## src/rtl/pc_fetch_if.sv

```systemverilog
// Instruction-fetch bus bundle: next-PC input, downstream handshake,
// instruction-memory read port, and the fetch status outputs.
interface pc_fetch_if;
    logic [31:0] proximo_pc;        // next PC chosen by the next-PC mux
    logic        avanca;            // downstream takes the held instruction
    logic [31:0] mem_dado;          // instruction memory read data
    logic        mem_pronto;        // instruction memory acknowledge
    logic        mem_req;           // instruction memory read request
    logic [31:0] mem_endereco;      // read address, mirrors pc_atual
    logic [31:0] pc_atual;          // current PC
    logic [31:0] instrucao;         // last fetched instruction
    logic        instrucao_valida;  // instrucao not yet delivered
    logic        parado;            // fetch halted

    // Environment side: supplies next PC, handshake and memory responses.
    modport master (
        output proximo_pc,
        output avanca,
        output mem_dado,
        output mem_pronto,
        input  mem_req,
        input  mem_endereco,
        input  pc_atual,
        input  instrucao,
        input  instrucao_valida,
        input  parado
    );

    // Fetch unit side.
    modport slave (
        input  proximo_pc,
        input  avanca,
        input  mem_dado,
        input  mem_pronto,
        output mem_req,
        output mem_endereco,
        output pc_atual,
        output instrucao,
        output instrucao_valida,
        output parado
    );
endinterface

```

## src/rtl/pc_fetch.sv

```systemverilog
// Instruction fetch stage. Holds the PC, requests one instruction from
// memory, presents it downstream until accepted, then loads the PC from the
// external next-PC mux. A fetched HALT opcode, once accepted, stops fetch
// until reset. No PC arithmetic is done here.
module pc_fetch #(
    parameter logic [31:0] RESET_PC    = 32'h0000_0000,
    parameter logic [5:0]  HALT_OPCODE = 6'b111111
) (
    input logic    clock,
    input logic    reset,   // synchronous, active-low
    pc_fetch_if.slave bus
);

    localparam logic [1:0] BUSCA   = 2'b00;  // request outstanding
    localparam logic [1:0] ENTREGA = 2'b01;  // instruction held for downstream
    localparam logic [1:0] PARADO  = 2'b10;  // halted until reset

    logic [1:0]  state_q, state_d;
    logic [31:0] pc_q, pc_d;
    logic [31:0] instr_q, instr_d;
    logic        halt_seen;

    assign halt_seen = (instr_q[31:26] == HALT_OPCODE);

    // Next-state and next-register values; each input is only looked at in
    // the one state where it has meaning.
    always_comb begin
        // NOTE: every variable gets a default first so no path leaves it unassigned (no latch).
        state_d = state_q;
        pc_d    = pc_q;
        instr_d = instr_q;
        case (state_q)
            BUSCA: begin
                if (bus.mem_pronto) begin
                    instr_d = bus.mem_dado;
                    state_d = ENTREGA;
                end
            end
            ENTREGA: begin
                if (bus.avanca) begin
                    if (halt_seen) begin
                        state_d = PARADO;
                    end else begin
                        pc_d    = bus.proximo_pc;
                        state_d = BUSCA;
                    end
                end
            end
            PARADO: begin
                state_d = PARADO;
            end
            default: begin
                // Unused encoding: recover by refetching at the current PC.
                state_d = BUSCA;
            end
        endcase
    end

    // State, PC and instruction registers; reset wins over every input.
    always_ff @(posedge clock) begin
        // NOTE: sequential state uses non-blocking assignments so all registers update together.
        if (!reset) begin
            state_q <= BUSCA;
            pc_q    <= RESET_PC;
            instr_q <= '0;
        end else begin
            state_q <= state_d;
            pc_q    <= pc_d;
            instr_q <= instr_d;
        end
    end

    // Outputs are decoded purely from state and registers.
    assign bus.mem_req          = (state_q == BUSCA);
    assign bus.instrucao_valida = (state_q == ENTREGA);
    assign bus.parado           = (state_q == PARADO);
    assign bus.pc_atual         = pc_q;
    assign bus.mem_endereco     = pc_q;
    assign bus.instrucao        = instr_q;

endmodule
```

## src/flat_wrapper.sv

```systemverilog
// flat-port wrapper written by rule: the top's interface ports become plain ports
module pc_fetch_flat 
#(
    parameter logic [31:0] RESET_PC    = 32'h0000_0000,
    parameter logic [5:0]  HALT_OPCODE = 6'b111111
)
  (clock, reset, bus_proximo_pc, bus_avanca, bus_mem_dado, bus_mem_pronto, bus_mem_req, bus_mem_endereco, bus_pc_atual, bus_instrucao, bus_instrucao_valida, bus_parado);
  pc_fetch_if bus_i ();
  input logic clock;
  input logic reset;
  input wire logic [$bits(bus_i.proximo_pc)-1:0] bus_proximo_pc;
  input wire logic [$bits(bus_i.avanca)-1:0] bus_avanca;
  input wire logic [$bits(bus_i.mem_dado)-1:0] bus_mem_dado;
  input wire logic [$bits(bus_i.mem_pronto)-1:0] bus_mem_pronto;
  output wire logic [$bits(bus_i.mem_req)-1:0] bus_mem_req;
  output wire logic [$bits(bus_i.mem_endereco)-1:0] bus_mem_endereco;
  output wire logic [$bits(bus_i.pc_atual)-1:0] bus_pc_atual;
  output wire logic [$bits(bus_i.instrucao)-1:0] bus_instrucao;
  output wire logic [$bits(bus_i.instrucao_valida)-1:0] bus_instrucao_valida;
  output wire logic [$bits(bus_i.parado)-1:0] bus_parado;
  assign bus_i.proximo_pc = bus_proximo_pc;
  assign bus_i.avanca = bus_avanca;
  assign bus_i.mem_dado = bus_mem_dado;
  assign bus_i.mem_pronto = bus_mem_pronto;
  assign bus_mem_req = bus_i.mem_req;
  assign bus_mem_endereco = bus_i.mem_endereco;
  assign bus_pc_atual = bus_i.pc_atual;
  assign bus_instrucao = bus_i.instrucao;
  assign bus_instrucao_valida = bus_i.instrucao_valida;
  assign bus_parado = bus_i.parado;
  pc_fetch #(.RESET_PC(RESET_PC), .HALT_OPCODE(HALT_OPCODE)) u_core (.clock(clock), .reset(reset), .bus(bus_i));
endmodule
```

## config.mk

```make
export PLATFORM = sky130hd
export DESIGN_NAME = pc_fetch_flat
export DESIGN_NICKNAME = d
export VERILOG_FILES = /design/src/rtl/pc_fetch_if.sv /design/src/rtl/pc_fetch.sv /design/src/flat_wrapper.sv
export SDC_FILE = /design/constraint.sdc
export NUM_CORES = 1
export LEC_CHECK = 0
export ABC_CLOCK_PERIOD_IN_PS = 1520
export CORE_ASPECT_RATIO = 0.7
export CORE_MARGIN = 4
export CORE_UTILIZATION = 34
export DETAILED_ROUTE_END_ITERATION = 6
export PLACE_DENSITY = 0.81
export SYNTH_ARGS = -nofsm -noshare
export SYNTH_HDL_FRONTEND = slang
export SYNTH_SLANG_ARGS = --single-unit
export TNS_END_PERCENT = 1
```

## constraint.sdc

```tcl
create_clock -name clock -period 1.52 [get_ports clock]
set_clock_uncertainty 0.2 [all_clocks]
set_input_delay 0.152 -clock clock [delete_from_list [all_inputs] [get_ports clock]]
set_output_delay 0.152 -clock clock [all_outputs]
set_load 0.005 [all_outputs]
```

**Run 1: track usage over the die**

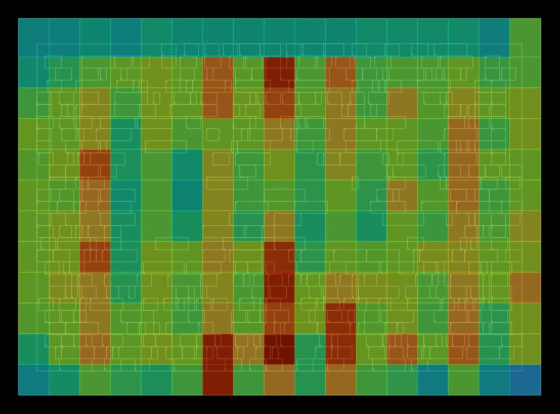
grt peak-use layer: met2
GRT Resource Usage Total: 15.1%
final core utilization: 57.2%
met1 usage: 17.1%

**Run 1: wiring by layer**

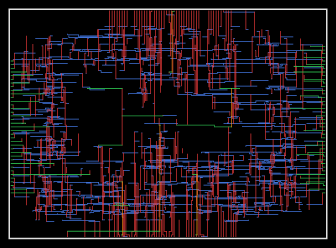
M4 -> orange  # wire length 118 µm
M1 -> blue  # wire length 3,250 µm
M3 -> green  # wire length 496 µm
M2 -> red  # wire length 3,790 µm
DR WL/cell: 13.7 µm
Vias: 2,529

==> metrics.cfg, run 1 <==
[synth]
ys_sh_mux_pct = 11.2
netlist_area_um2 = 2850
topCellsByArea = dfxtp_1 (46%), nand2_1 (17%), mux2i_1 (11%)
postSynthCellCount = 325
synthAoiAreaFrac_pct = 9.31
fp_nets = 393
synth_flops = 66
adder_share_pct = 0
synth_area_per_cell_um2 = 8.76
yosys_area_um2 = 2850

[global_routing]
met3_usage_pct = 5.52

[power]
power.switching_mw = 0.977
finalPower_mw = 4.30
pwr.group.clock_mw = 1.81
p_leak_nw = 2.32

[worst_setup_path]
slowest_stage = clkdlybuf4s50_1
worstPathMaxFanout = 2
criticalPathCategory = reg2out
critPathMaxStageDelay_ns = 0.50
crit_buf_inv = 1
regToRegSetupSlack_ns = 0.06

[final_timing]
setup_viol = 0
setup_tns_ns = 0
hold_slack_ns = 0.151
slew_headroom_pct = 75.5

[layout]
final_cell_mix = nand2_1 (129), dlygate4sd2_1 (82), clkdlybuf4s50_1 (67)
multiInputGateArea_um2 = 1150
fin_area_um2 = 4580
clock_buffers = 11
seq_cell_count = 66

[place]
dp.cells = 545
post-dp-hpwl_mm = 5.68

[clocking]
cts_inserted_buffers = 9
clk_pin_slew_ns = 0.05

[outcome]
outcome = finished clean

[job]
warnings = 28

[floorplan]
floorplan.core_util_pct = 35.6

**Run 1: gate-type map**

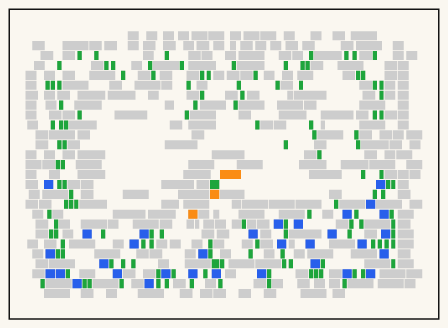
nand cells -> green  # cells 131, where all over the die
aoi and oai cells -> blue  # cells 32, where a band across the bottom
non-inverting ao/oa cells -> orange  # cells 3
final non-filler cell total: 559
logic share of the area: 25.1%

**Run 1: metal 2**

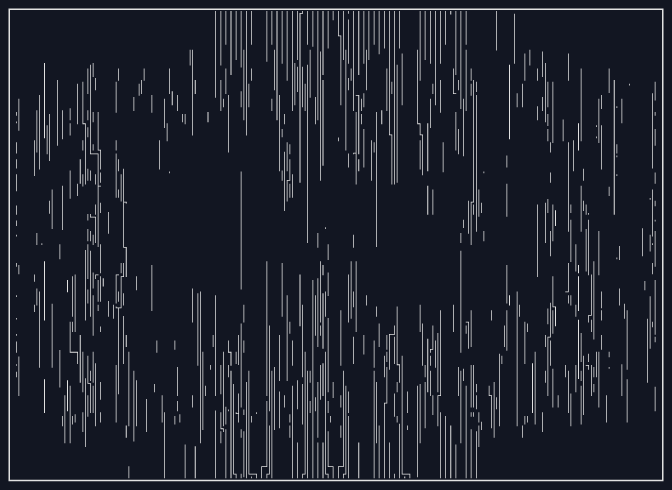
share of all routed wire = 50%
longest straight run = 35.5 µm
wire length on this layer = 3,790 µm
nets with wire on the layer = 454
main direction = vertical
met2 GRT Util: 26.2%
drt total wl: 7.65 mm

**Run 1: cell area per tile**

12 x 8 tiles, from white (low) to dark blue (high), 0 to 100% covered.
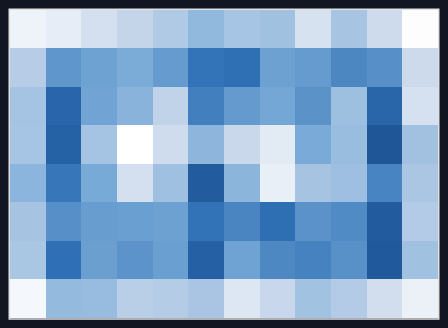

==> run 1 -> run 2 <==
- ABC_CLOCK_PERIOD_IN_PS: 1520 -> 1600
- CORE_UTILIZATION: 34 -> 38
- PLACE_DENSITY: 0.81 -> 0.86
- clock period: 1.52 -> 1.6 ns (I/O delays scaled with it)
**Run 2: cell area per tile**

11 x 8 tiles, from white (low) to dark blue (high), 0 to 100% covered.
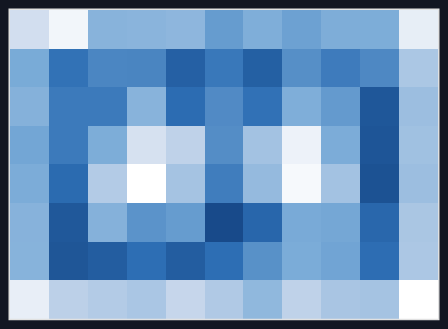
mean over tiles = 51%
tiles over 75% full = 18%
fullest tile = 89%
nearly empty tiles = 2.3%
densest ninth of the die = north

==> run 2 against run 1 <==
  * First-iteration DRC count fell by 30%
  * Hold slack improved by 0.010 ns
  * Core utilization rose by 6.9 points
  * Area after synthesis did not move
  * Global-route usage rose by 0.61 points
  * Sequential share of layout area barely moved
  * Critical path depth did not move
  * Via count fell by 1.3%
  * Sequential power fell by 5%
  * Cell count fell by 0.72%
  * Die area fell by 9.7%
  * Design area rose by 2.0%
==> metrics.cfg, run 2 <==
[global_routing]
grt_usage_pct = 15.7  ; +0.61 points
grt_util_met1_pct = 17.7  ; +0.60 points
met2_usage_pct = 26.8  ; +0.63 points
grt.busiest_layer = met2
met3_usage_pct = 7.98  ; +2.5 points

[final_timing]
setup_viol = 0  ; unchanged
hold_slack_ns = 0.161  ; +0.0102 ns
setup_tns_ns = 0  ; unchanged
slew_headroom_pct = 76.2  ; +0.66 points

[routing]
finalWirelength_mm = 7.36  ; -3.7%
num_vias = 2495  ; -1.3%
wl_per_cell_um = 13.3  ; -3.0%

[synth]
ys_sh_mux_pct = 11.2  ; unchanged
fp_nets = 393  ; unchanged
yosys_area_um2 = 2850  ; unchanged
synth_flops = 66  ; unchanged
adder_share_pct = 0  ; unchanged
netlist_area_um2 = 2850  ; unchanged
topCellsByArea = dfxtp_1 (46%), nand2_1 (17%), mux2i_1 (11%)

[job]
warnings = 27  ; -3.6%

[power]
pwr.group.clock_mw = 1.36  ; -25%
p_leak_nw = 2.24  ; -3.4%
power.switching_mw = 0.853  ; -13%
finalPower_mw = 3.78  ; -12%

[layout]
clock_buffers = 11  ; unchanged
comb_area_share_pct = 24.7  ; -0.38 points
final_cell_mix = clkdlybuf4s50_1 (130), nand2_1 (129), dfxtp_2 (36)
fin_area_um2 = 4670  ; +2.0%
fin_util_pct = 64.0  ; +6.9 points
drive_gt1_share_pct = 13.8
seq_cell_count = 66  ; unchanged
stdcell_count = 555  ; -0.72%
buffers = 172

[worst_setup_path]
worstPathMaxFanout = 3  ; +1
critPathMaxStageDelay_ns = 0.51  ; about the same
regToRegSetupSlack_ns = 0.11  ; +0.05 ns
slowest_stage = clkdlybuf4s50_1
crit_buf_inv = 1  ; unchanged
criticalPathCategory = reg2out

[floorplan]
floorplan.core_util_pct = 39.1  ; +3.5 points
chipArea_um2 = 8970

[place]
dp.cells = 541  ; -0.73%
pre_cts_ws_ns = -0.145
post-dp-hpwl_mm = 5.38  ; -5.3%

[clocking]
clk_pin_slew_ns = 0.07  ; +0.02 ns

[outcome]
outcome = finished clean

Power figures rest on the tool's default switching activity, not on a simulated workload.
